<file path="src/rtl/uart_rx_cfg.sv">
// Configurable UART receiver: 2-flop synchroniser, 3-sample majority voting,
// runtime frame format, break detection and a valid/ready output register.
module uart_rx_cfg #(
  parameter int DATA_W     = 9,
  parameter int PRESCALE_W = 6
) (
  input  logic                  clk,
  input  logic                  rst,
  input  logic                  rx_in,
  input  logic                  PAR_en,
  input  logic                  PAR_typ,
  input  logic [3:0]            data_len,
  input  logic                  stop_two,
  input  logic [PRESCALE_W-1:0] prescale,
  input  logic                  data_ready,
  output logic [DATA_W-1:0]     p_data,
  output logic                  data_valid,
  output logic                  parity_error,
  output logic                  stop_error,
  output logic                  break_det,
  output logic                  overrun
);

  typedef enum logic [2:0] {
    IDLE,
    START,
    DATA,
    PARITY,
    STOP,
    WAIT_HIGH
  } state_t;

  state_t state, state_next;

  logic rx_meta, rx_sync;

  // Frame configuration captured at start-bit detection
  logic                  par_en_q, par_typ_q, stop_two_q;
  logic [3:0]            len_q, len_clamped;
  logic [PRESCALE_W-1:0] pre_q;

  logic [PRESCALE_W-1:0] edge_cnt;
  logic [PRESCALE_W-1:0] pos_a, pos_b, pos_c, pos_last;
  logic [3:0]            bit_cnt;
  logic                  stop_cnt;
  logic [DATA_W-1:0]     shift_reg;
  logic                  samp_a, samp_b;
  logic                  perr_q, serr_q, zero_q;

  logic in_frame, decide, wrap, vote, last_data, last_stop, par_expect;
  logic frame_done;

  // NOTE: sequential state uses non-blocking assignments so every register
  // samples pre-edge values regardless of block ordering.
  always_ff @(posedge clk) begin
    if (!rst) begin
      rx_meta <= 1'b1;
      rx_sync <= 1'b1;
    end else begin
      rx_meta <= rx_in;
      rx_sync <= rx_meta;
    end
  end

  always_comb begin
    if (data_len < 4'd5)
      len_clamped = 4'd5;
    else if (data_len > 4'(DATA_W))
      len_clamped = 4'(DATA_W);
    else
      len_clamped = data_len;
  end

  assign pos_b    = pre_q >> 1;
  assign pos_a    = pos_b - PRESCALE_W'(1);
  assign pos_c    = pos_b + PRESCALE_W'(1);
  assign pos_last = pre_q - PRESCALE_W'(1);

  assign in_frame   = state inside {START, DATA, PARITY, STOP};
  assign decide     = in_frame && (edge_cnt == pos_c);
  assign wrap       = in_frame && (edge_cnt == pos_last);
  assign vote       = (samp_a & samp_b) | (samp_a & rx_sync) | (samp_b & rx_sync);
  assign last_data  = (bit_cnt == len_q - 4'd1);
  assign last_stop  = (stop_cnt == stop_two_q);
  assign par_expect = par_typ_q ? ~(^shift_reg) : (^shift_reg);

  always_ff @(posedge clk) begin
    if (!rst)
      state <= IDLE;
    else
      state <= state_next;
  end

  // NOTE: defaults first, so no path through the case leaves an output
  // unassigned and no latch is inferred.
  always_comb begin
    state_next = state;
    frame_done = 1'b0;
    case (state)
      IDLE:      if (!rx_sync) state_next = START;
      START: begin
        if (decide && vote)
          state_next = IDLE;
        else if (wrap)
          state_next = DATA;
      end
      DATA:      if (wrap && last_data) state_next = par_en_q ? PARITY : STOP;
      PARITY:    if (wrap) state_next = STOP;
      STOP: begin
        // Completing mid-bit leaves half a bit to re-arm for a back-to-back start
        if (decide && last_stop) begin
          frame_done = 1'b1;
          state_next = vote ? IDLE : WAIT_HIGH;
        end
      end
      WAIT_HIGH: if (rx_sync) state_next = IDLE;
      default:   state_next = IDLE;
    endcase
  end

  always_ff @(posedge clk) begin
    if (!rst) begin
      edge_cnt   <= '0;
      bit_cnt    <= '0;
      stop_cnt   <= 1'b0;
      shift_reg  <= '0;
      samp_a     <= 1'b1;
      samp_b     <= 1'b1;
      perr_q     <= 1'b0;
      serr_q     <= 1'b0;
      zero_q     <= 1'b0;
      par_en_q   <= 1'b0;
      par_typ_q  <= 1'b0;
      stop_two_q <= 1'b0;
      len_q      <= 4'd5;
      pre_q      <= '0;
    end else begin
      // The detection cycle itself is edge 0 of the start bit
      if (state == IDLE)
        edge_cnt <= rx_sync ? '0 : PRESCALE_W'(1);
      else if (state_next == IDLE || state_next == WAIT_HIGH || wrap)
        edge_cnt <= '0;
      else
        edge_cnt <= edge_cnt + PRESCALE_W'(1);

      if (state == IDLE && !rx_sync) begin
        par_en_q   <= PAR_en;
        par_typ_q  <= PAR_typ;
        stop_two_q <= stop_two;
        len_q      <= len_clamped;
        pre_q      <= prescale;
        bit_cnt    <= '0;
        stop_cnt   <= 1'b0;
        shift_reg  <= '0;
        perr_q     <= 1'b0;
        serr_q     <= 1'b0;
        zero_q     <= 1'b1;
      end

      if (in_frame && edge_cnt == pos_a) samp_a <= rx_sync;
      if (in_frame && edge_cnt == pos_b) samp_b <= rx_sync;

      if (decide) begin
        case (state)
          DATA: begin
            for (int i = 0; i < DATA_W; i++)
              if (bit_cnt == 4'(i)) shift_reg[i] <= vote;
            zero_q <= zero_q & ~vote;
          end
          PARITY: begin
            perr_q <= vote ^ par_expect;
            zero_q <= zero_q & ~vote;
          end
          STOP: begin
            serr_q <= serr_q | ~vote;
            zero_q <= zero_q & ~vote;
          end
          default: ;
        endcase
      end

      if (wrap) begin
        if (state == DATA && !last_data) bit_cnt <= bit_cnt + 4'd1;
        if (state == STOP) stop_cnt <= 1'b1;
      end
    end
  end

  // Output holding register; the last stop sample is folded in directly
  // because the accumulators update on the same edge.
  always_ff @(posedge clk) begin
    if (!rst) begin
      p_data       <= '0;
      data_valid   <= 1'b0;
      parity_error <= 1'b0;
      stop_error   <= 1'b0;
      break_det    <= 1'b0;
      overrun      <= 1'b0;
    end else if (frame_done) begin
      if (!data_valid || data_ready) begin
        p_data       <= shift_reg;
        data_valid   <= 1'b1;
        parity_error <= perr_q;
        stop_error   <= serr_q | ~vote;
        break_det    <= zero_q & ~vote;
        overrun      <= 1'b0;
      end else begin
        overrun <= 1'b1;
      end
    end else if (data_valid && data_ready) begin
      data_valid <= 1'b0;
      overrun    <= 1'b0;
    end
  end

endmodule

</file>
<file path="config.mk">
export PLATFORM = sky130hd
export DESIGN_NAME = uart_rx_cfg
export DESIGN_NICKNAME = d
export VERILOG_FILES = /design/src/rtl/uart_rx_cfg.sv
export SDC_FILE = /design/constraint.sdc
export NUM_CORES = 1
export LEC_CHECK = 0
export CORE_MARGIN = 2
export CORE_UTILIZATION = 52
export CTS_CLUSTER_DIAMETER = 200
export DETAILED_ROUTE_END_ITERATION = 8
export PLACE_DENSITY_LB_ADDON = 0.12
export SYNTH_ARGS = -nofsm -noshare
export SYNTH_HDL_FRONTEND = slang
export SYNTH_SLANG_ARGS = --single-unit
</file>
<file path="constraint.sdc">
create_clock -name clk -period 2.9 [get_ports clk]
set_clock_uncertainty 0.05 [all_clocks]
set_input_delay 0.435 -clock clk [delete_from_list [all_inputs] [get_ports clk]]
set_output_delay 0.435 -clock clk [all_outputs]
set_load 0.005 [all_outputs]
</file>
==> images/class_map.png <==
Scale: 4 px per um.
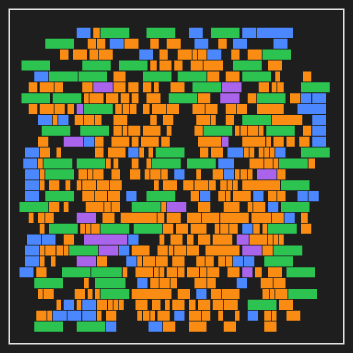
[orange] remaining logic cells | cells: 295
[green] registers | cells: 57
[blue] remaining buffers and delay cells | cells: 61
[purple] clock drivers and dummy loads | cells: 15

==> images/util_map.png <==
Scale: 4 px per um. The die is cut into 8 by 8 equal tiles; dark blue is low, red is high, 0 to 100% covered.
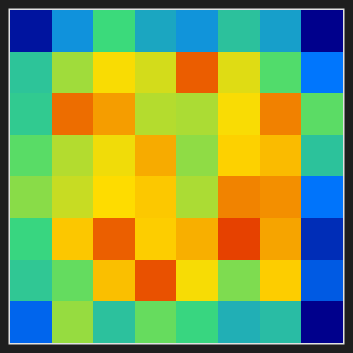
tiles over 75% full: 30%
mean over tiles: 58%
fullest tile: 93%
nearly empty tiles: 3.1%

==> notes.md <==
fresh numbers from the pnr run: Routed WL 7.37 mm, simple share 26.6%, Via-to-Cell Ratio approximately 5.5, GP Congestion 0.915, pre-CTS WS -0.0695 ns, status completed, pwr/cell area 412 nW/um^2, Seq cells 57, Slew headroom between 60% and 70%, Pleak 1.52 nW, fa+ha+maj area frac approximately 4.1%, met1 wire length around 3.6 mm, MUX area fraction under 10%, Worst Hold Endpoint rx_sync, num rows 28, Residual DRC 0, post-route worst setup slack 0.0665 ns, net switching power 410 uW, Comb group about 150 uW, combinational gate area 2070 um^2, worst vdd ir 0.344 mV, design area between 4000 and 5000 um^2, Final nets 451, main flop type dfxtp_1, Leading cell kind logic gates, cell taking the most area after synthesis dfxtp_1, TritonRoute pass-1 iters 4, largest net degree at the start of global routing 25, Synth cell types roughly 60, slowest CP cell or4b_4, Registers, synthesis between 50 and 60, number of buffers created by CTS 9, post-CTS sizing 1, Die Size 6930 um^2, Util after Layout 68.6%, CP Launch Type flip-flop, aoi share 12.6%, Setup-failing EPs final 0, Period minus WS final approximately 2.8 ns, worst path required time a little over 3 ns, Final Max Slew Viols 0, clock sinks 57, xor/xnor share 11.0%, clock network power 740 uW, Ant. Diodes 0, number of non-clock buffers 61, PnR Total Power 1.69 mW, Mapped Avg Cell Area 8.78 um^2, CTS tree done, combinational share of power 8.9%, WP buf/inv 2, number of global-route vias before repair 2594, fraction of area in registers around 28%, top routing layer in use met4, most frequent cell after synthesis dfxtp_1, Cell area leaders dfxtp_1, xnor2_1, nand2_1, OpenROAD warning count 32, routed len/inst 14.7 um, Ports 31, Non-clock buffering overhead 13.9%, sequential-cell power consumption 802 uW
No activity file was given, so power comes from the tool's default toggle rates.
